Figure 1. Metal 1 (run 1).
Scale bar: 20 um. Supply wires on this layer in gray.
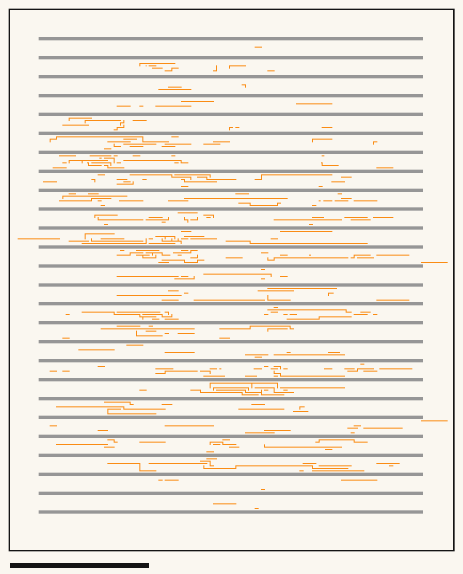
Figure 2. The metal 2 layer (run 1).
Scale bar: 20 um.
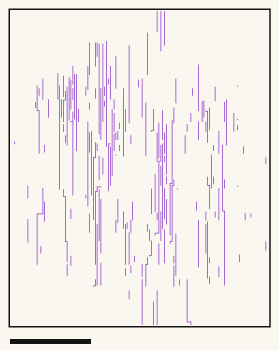
Figure 3. Met3 routing (run 1).
Cells faint in the background.
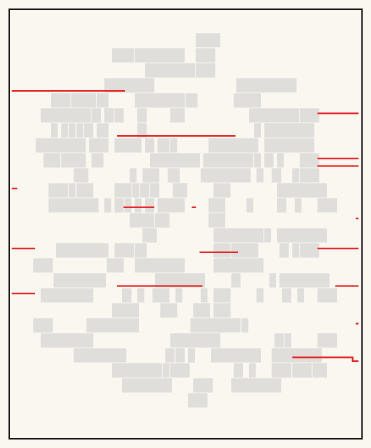
===== src/rtl/i2c_rx_sequencer_pkg.sv =====
// Shared types and constants for the I2C receive sequencer.
// Holds the FSM state encoding, the frame geometry and the helper that turns a captured frame into a data byte.
package i2c_rx_sequencer_pkg;

   localparam int FRAME_BITS = 9;
   localparam int DATA_BITS  = 8;

   localparam logic [3:0] LAST_BIT_CNT = 4'(FRAME_BITS - 1);

   typedef enum logic [1:0] {
      ST_IDLE,
      ST_RECV,
      ST_DONE
   } state_t;

   // The first bit received sits in sr[0] and is the byte's MSB.
   function automatic logic [DATA_BITS-1:0] frame_to_data(input logic [FRAME_BITS-1:0] sr);
      logic [DATA_BITS-1:0] d;
      for (int i = 0; i < DATA_BITS; i++) begin
         d[DATA_BITS-1-i] = sr[i];
      end
      return d;
   endfunction

endpackage


===== src/rtl/right_shiftreg.sv =====
// Right-shifting capture register.
// New bits enter at the MSB, so the oldest bit ends up in bit 0. A clear takes priority over a shift.
module right_shiftreg #(
   parameter int DEPTH = 9
) (
   input  logic             clk,
   input  logic             rst_n,
   input  logic             en,
   input  logic             clr,
   input  logic             in,
   output logic [DEPTH-1:0] q
);

   // NOTE: sequential state uses non-blocking (<=) so every flop samples pre-edge values.
   always_ff @(posedge clk or negedge rst_n) begin
      if (!rst_n) begin
         q <= '0;
      end else if (clr) begin
         q <= '0;
      end else if (en) begin
         q <= {in, q[DEPTH-1:1]};
      end
   end

endmodule


===== src/rtl/i2c_rx_sequencer.sv =====
// Receive-side I2C sequencer.
// Synchronises SCL/SDA, detects START/STOP/SCL-rise, and assembles 9-bit frames into data+ACK bytes.
module i2c_rx_sequencer
   import i2c_rx_sequencer_pkg::*;
#(
   parameter int SYNC_STAGES = 2
) (
   input  logic                 clk,
   input  logic                 rst_n,
   input  logic                 scl,
   input  logic                 sda,
   input  logic                 enable,
   output logic [DATA_BITS-1:0] data,
   output logic                 nak,
   output logic                 frame_valid,
   output logic                 start_det,
   output logic                 stop_det,
   output logic                 abort,
   output logic                 busy
);

   logic [SYNC_STAGES-1:0] r_scl_sync;
   logic [SYNC_STAGES-1:0] r_sda_sync;
   logic                   r_scl_p;
   logic                   r_sda_p;
   state_t                 r_state;
   logic [3:0]             r_bit_cnt;
   logic [DATA_BITS-1:0]   r_data;
   logic                   r_nak;
   logic                   r_frame_valid;
   logic                   r_start_det;
   logic                   r_stop_det;
   logic                   r_abort;

   logic                   w_scl_s;
   logic                   w_sda_s;
   logic                   w_rise;
   logic                   w_start;
   logic                   w_stop;
   state_t                 w_state_nxt;
   logic [3:0]             w_bit_cnt_nxt;
   logic                   w_sr_en;
   logic                   w_sr_clr;
   logic                   w_abort;
   logic                   w_load;
   logic [FRAME_BITS-1:0]  w_sr;

   assign w_scl_s = r_scl_sync[SYNC_STAGES-1];
   assign w_sda_s = r_sda_sync[SYNC_STAGES-1];

   assign w_rise  = !r_scl_p & w_scl_s;
   assign w_start = r_scl_p & w_scl_s & r_sda_p & !w_sda_s;
   assign w_stop  = r_scl_p & w_scl_s & !r_sda_p & w_sda_s;

   right_shiftreg #(
      .DEPTH(FRAME_BITS)
   ) u_shiftreg (
      .clk  (clk),
      .rst_n(rst_n),
      .en   (w_sr_en),
      .clr  (w_sr_clr),
      .in   (w_sda_s),
      .q    (w_sr)
   );

   // NOTE: every always_comb output gets a default first, so no path can infer a latch.
   always_comb begin
      w_state_nxt   = r_state;
      w_bit_cnt_nxt = r_bit_cnt;
      w_sr_en       = 1'b0;
      w_sr_clr      = 1'b0;
      w_abort       = 1'b0;
      w_load        = 1'b0;
      case (r_state)
         ST_IDLE: begin
            w_sr_clr      = 1'b1;
            w_bit_cnt_nxt = '0;
            if (w_start && enable) w_state_nxt = ST_RECV;
         end
         ST_RECV: begin
            if (!enable || w_stop) begin
               w_abort       = (r_bit_cnt != '0);
               w_bit_cnt_nxt = '0;
               w_state_nxt   = ST_IDLE;
            end else if (w_start) begin
               w_abort       = (r_bit_cnt != '0);
               w_sr_clr      = 1'b1;
               w_bit_cnt_nxt = '0;
            end else if (w_rise) begin
               w_sr_en       = 1'b1;
               w_bit_cnt_nxt = r_bit_cnt + 4'd1;
               if (r_bit_cnt == LAST_BIT_CNT) w_state_nxt = ST_DONE;
            end
         end
         ST_DONE: begin
            // A completed byte is always published, whatever the bus does now.
            w_load        = 1'b1;
            w_sr_clr      = 1'b1;
            w_bit_cnt_nxt = '0;
            w_state_nxt   = (!enable || w_stop) ? ST_IDLE : ST_RECV;
         end
         default: begin
            w_state_nxt   = ST_IDLE;
            w_bit_cnt_nxt = '0;
         end
      endcase
   end

   // Synchronisers reset to 1 so an idle bus produces no spurious events.
   always_ff @(posedge clk or negedge rst_n) begin
      if (!rst_n) begin
         r_scl_sync    <= '1;
         r_sda_sync    <= '1;
         r_scl_p       <= 1'b1;
         r_sda_p       <= 1'b1;
         r_state       <= ST_IDLE;
         r_bit_cnt     <= '0;
         r_data        <= '0;
         r_nak         <= 1'b0;
         r_frame_valid <= 1'b0;
         r_start_det   <= 1'b0;
         r_stop_det    <= 1'b0;
         r_abort       <= 1'b0;
      end else begin
         r_scl_sync    <= {r_scl_sync[SYNC_STAGES-2:0], scl};
         r_sda_sync    <= {r_sda_sync[SYNC_STAGES-2:0], sda};
         r_scl_p       <= w_scl_s;
         r_sda_p       <= w_sda_s;
         r_state       <= w_state_nxt;
         r_bit_cnt     <= w_bit_cnt_nxt;
         r_frame_valid <= w_load;
         r_start_det   <= w_start & enable;
         r_stop_det    <= w_stop & enable;
         r_abort       <= w_abort;
         if (w_load) begin
            r_data <= frame_to_data(w_sr);
            r_nak  <= w_sr[FRAME_BITS-1];
         end
      end
   end

   assign data        = r_data;
   assign nak         = r_nak;
   assign frame_valid = r_frame_valid;
   assign start_det   = r_start_det;
   assign stop_det    = r_stop_det;
   assign abort       = r_abort;
   assign busy        = (r_state != ST_IDLE);

endmodule


===== config.mk =====
export PLATFORM = sky130hd
export DESIGN_NAME = i2c_rx_sequencer
export DESIGN_NICKNAME = d
export VERILOG_FILES = /design/src/rtl/i2c_rx_sequencer_pkg.sv /design/src/rtl/right_shiftreg.sv /design/src/rtl/i2c_rx_sequencer.sv
export SDC_FILE = /design/constraint.sdc
export NUM_CORES = 1
export LEC_CHECK = 0
export CAP_MARGIN = 20
export CORE_ASPECT_RATIO = 1.25
export CORE_MARGIN = 4
export CORE_UTILIZATION = 35
export DETAILED_ROUTE_END_ITERATION = 7
export PLACE_DENSITY = 0.51
export SLEW_MARGIN = 5
export SYNTH_ARGS = -nofsm -noshare
export SYNTH_HDL_FRONTEND = slang
export SYNTH_SLANG_ARGS = --single-unit

===== constraint.sdc =====
create_clock -name clk -period 2.23 [get_ports clk]
set_clock_uncertainty 0.1 [all_clocks]
set_input_delay 0.5575 -clock clk [delete_from_list [all_inputs] [get_ports clk]]
set_output_delay 0.5575 -clock clk [all_outputs]
set_load 0.02 [all_outputs]

==> deck_impl_summary.md, run 1 <==
Key Metrics from the Run

Synthesis
  • Aoi/oai-family share of the synthesized area: roughly an eighth
  • MUX area fraction: less than 1%
  • Cells after Synth: around 120
  • Syn nets: roughly 130
  • Synth unique cells: 30
  • Synth warn: 0

CTS
  • Worst-case clock buffer depth: 2
  • Clock-pin slew on the worst setup and hold paths: around 0.07 ns
  • H-Tree Depth: 2
  • Root Buffer: clkbuf_8
  • Later-pin clock latency in the skew report: roughly 0.28 ns

Route
  • First drt pass iteration count: 2
  • M1 WL: 934 um
  • Max Used Layer: met4

STA
  • Setup-failing EPs final: 0
  • Slew HR: 72.2%
  • Fin. max-slew vios: 0
  • Final setup margin: 0.336 ns
  • Hold Vio Cnt, Final: 0

Finish
  • Most numerous logic cells after layout: dfrtp_1 (28), clkdlybuf4s50_1 (17), inv_1 (14)
  • Area delta synth->final: 25.9%
  • Multi-input gate area: 420 um2
  • Top reg by flops: u_shiftreg.q
  • Dominant logic cell type in the layout: dfrtp_1
  • Final Non-Filler Cells: between 150 and 200
  • Number of non-clock inverters: 15
  • Max FFs per register: 9
  • Buffers excl. clock: 22
  • Fin area: approximately 0.0017 mm2
  • Mi-comb count: around 66

Worst setup path
  • Worst Path Required: 1.57 ns
  • R2r startpoint: r_scl_sync[1]
  • Worst path cell trace: clkdlybuf4s50_1
  • Largest stage delay on the critical path: ~0.61 ns
  • Stages on worst setup path: 1

Floorplan
  • # Taps: around 40
  • Cell row count: 25
  • Io pins: 19
  • Die H: between 70 and 80 um
  • Core footprint: 0.00375 mm2

Worst hold path
  • Hold path depth: 0
  • Hold Path Class: reg2reg
  • Hold EP: r_sda_sync[1]

Pwr
  • Pleak: about 0.77 nW
  • Clock power share: 44.2%

Run
  • OpenROAD warning count: 27

GRT
  • Gr busiest metal: met2
  • Initial antenna violation count: 0

Status
  • Outcome: complete, no violations

Placement
  • PortBufs: 18
-- Figure 1 (at the start) --
main direction	horizontal
share of all routed wire	41%
wire length on this layer	935 um
longest straight run	16.8 um
Routed WL: 2.28 mm
Vias: 912
met1 usage: 10.7%

-- Figure 2 (at the start) --
share of all routed wire	52%
main direction	vertical
wire length on this layer	1,190 um
nets with wire on the layer	127
met2 Use GR: 19.5%

-- Figure 3 (at the start) --
longest straight run	21.2 um
nets with wire on the layer	13
wire length on this layer	123 um
met3 Use GR: 4.49%

## Run 2: what changed since run 1
Clock period 2.23 ns to 1.9 ns, I/O delays scaled along.
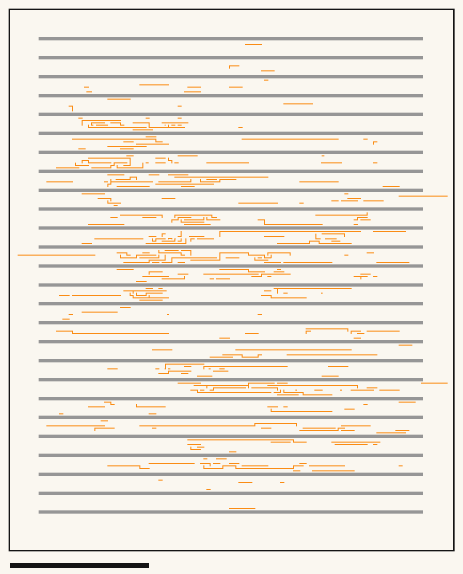
Figure 4: run 2, metal 1.
Scale bar: 20 um. Supply wires on this layer in gray.
nets with wire on the layer	131
main direction	horizontal
Vias: 936
Routed WL: 2.30 mm
met1 usage: 12.0%

==> run 2 against run 1 <==
- first-iteration DRC count rose to 3.7 times the previous value
- design area rose by 2.0%
- non-clock buffer count is 1 higher
- sequential share of layout area fell by 0.98 points
- clock power up 49%
- power grew 32%
- combinational power is 18% higher
- global-route usage about the same
- worst hold slack worse by 0.00075 ns
- flip-flop count unchanged
==> deck_impl_summary.md, run 2 <==
Key Metrics from the Run

Pwr
  • Pleak: 0.768 nW (was 0.766 nW)
  • Clock power share: 50.2% (was 44.2%)

Floorplan
  • Cell row count: 25 (unchanged)
  • Core footprint: 0.00375 mm2 (unchanged)
  • Die H: 77.6 um (unchanged)
  • # Taps: 40 (unchanged)

Route
  • Starting DRT DRC Count: 33 (was 9)
  • Routed met3 length: 104 um (was 122 um)
  • M1 WL: 951 um (was 934 um)
  • WL met2: 1.19 mm (about the same)
  • First drt pass iteration count: 4 (was 2)
  • Max Used Layer: met4 (unchanged)

Synthesis
  • MUX area fraction: 0.739% (unchanged)
  • Aoi/oai-family share of the synthesized area: 13.3% (unchanged)
  • Synth warn: 0 (unchanged)
  • Cells after Synth: 120 (unchanged)
  • Synth unique cells: 30 (unchanged)
  • Syn nets: 127 (unchanged)

Worst hold path
  • Hold path depth: 0 (unchanged)
  • Hold EP: r_sda_sync[1] (unchanged)
  • Hold Path Class: reg2reg (unchanged)
  • Hold path startpoint: r_sda_sync[0] (unchanged)

STA
  • Slew @ Worst Pin: 0.413 ns (was 0.417 ns)
  • Setup-failing EPs final: 0 (unchanged)
  • Slew HR: 72.4% (was 72.2%)
  • Hold Vio Cnt, Final: 0 (unchanged)
  • Fmax achieved: about 550 MHz
  • Final setup margin: 0.0912 ns (was 0.336 ns)
  • Fin. max-slew vios: 0 (unchanged)

Finish
  • Number of non-clock inverters: 15 (unchanged)
  • Buffers excl. clock: 23 (was 22)
  • Max FFs per register: 9 (unchanged)
  • Biggest Area Class: flip-flops and latches (unchanged)
  • Top reg by flops: u_shiftreg.q (unchanged)
  • Mi-comb count: 66 (unchanged)
  • Dominant logic cell type in the layout: dfrtp_1 (unchanged)
  • Final Non-Filler Cells: 186 (was 185)
  • Fin area: 0.00174 mm2 (was 0.00171 mm2)

Placement
  • PortBufs: 18 (unchanged)
  • Dpl ws: -0.104 ns (was 0.0613 ns)

Worst setup path
  • Worst path cell trace: clkdlybuf4s50_1 (unchanged)
  • Largest stage delay on the critical path: 0.61 ns (about the same)
  • R2r startpoint: r_scl_sync[1] (unchanged)
  • Worst Path Required: 1.32 ns (was 1.57 ns)
  • Stages on worst setup path: 1 (unchanged)

Status
  • Outcome: complete, no violations (unchanged)

GRT
  • Vias in the first global route: 943 (was 956)
  • Met3 Use GR: 2.75% (was 4.49%)
  • Grt total ovfl: 0 (unchanged)
  • Initial antenna violation count: 0 (unchanged)

CTS
  • Root Buffer: clkbuf_8 (unchanged)
  • Worst-case clock buffer depth: 2 (unchanged)
  • H-Tree Depth: 2 (unchanged)

Run
  • OpenROAD warning count: 27 (unchanged)
  • Maximum Capacitance Violations: 0 (unchanged)
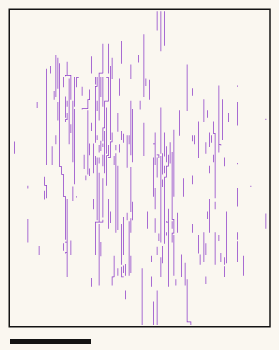
Figure 5: run 2, the metal 2 layer.
Scale bar: 20 um.
nets with wire on the layer	127
wire length on this layer	1,190 um
main direction	vertical
longest straight run	25.3 um
met2 Use GR: 18.6%

Power and IR drop assume default switching activity.
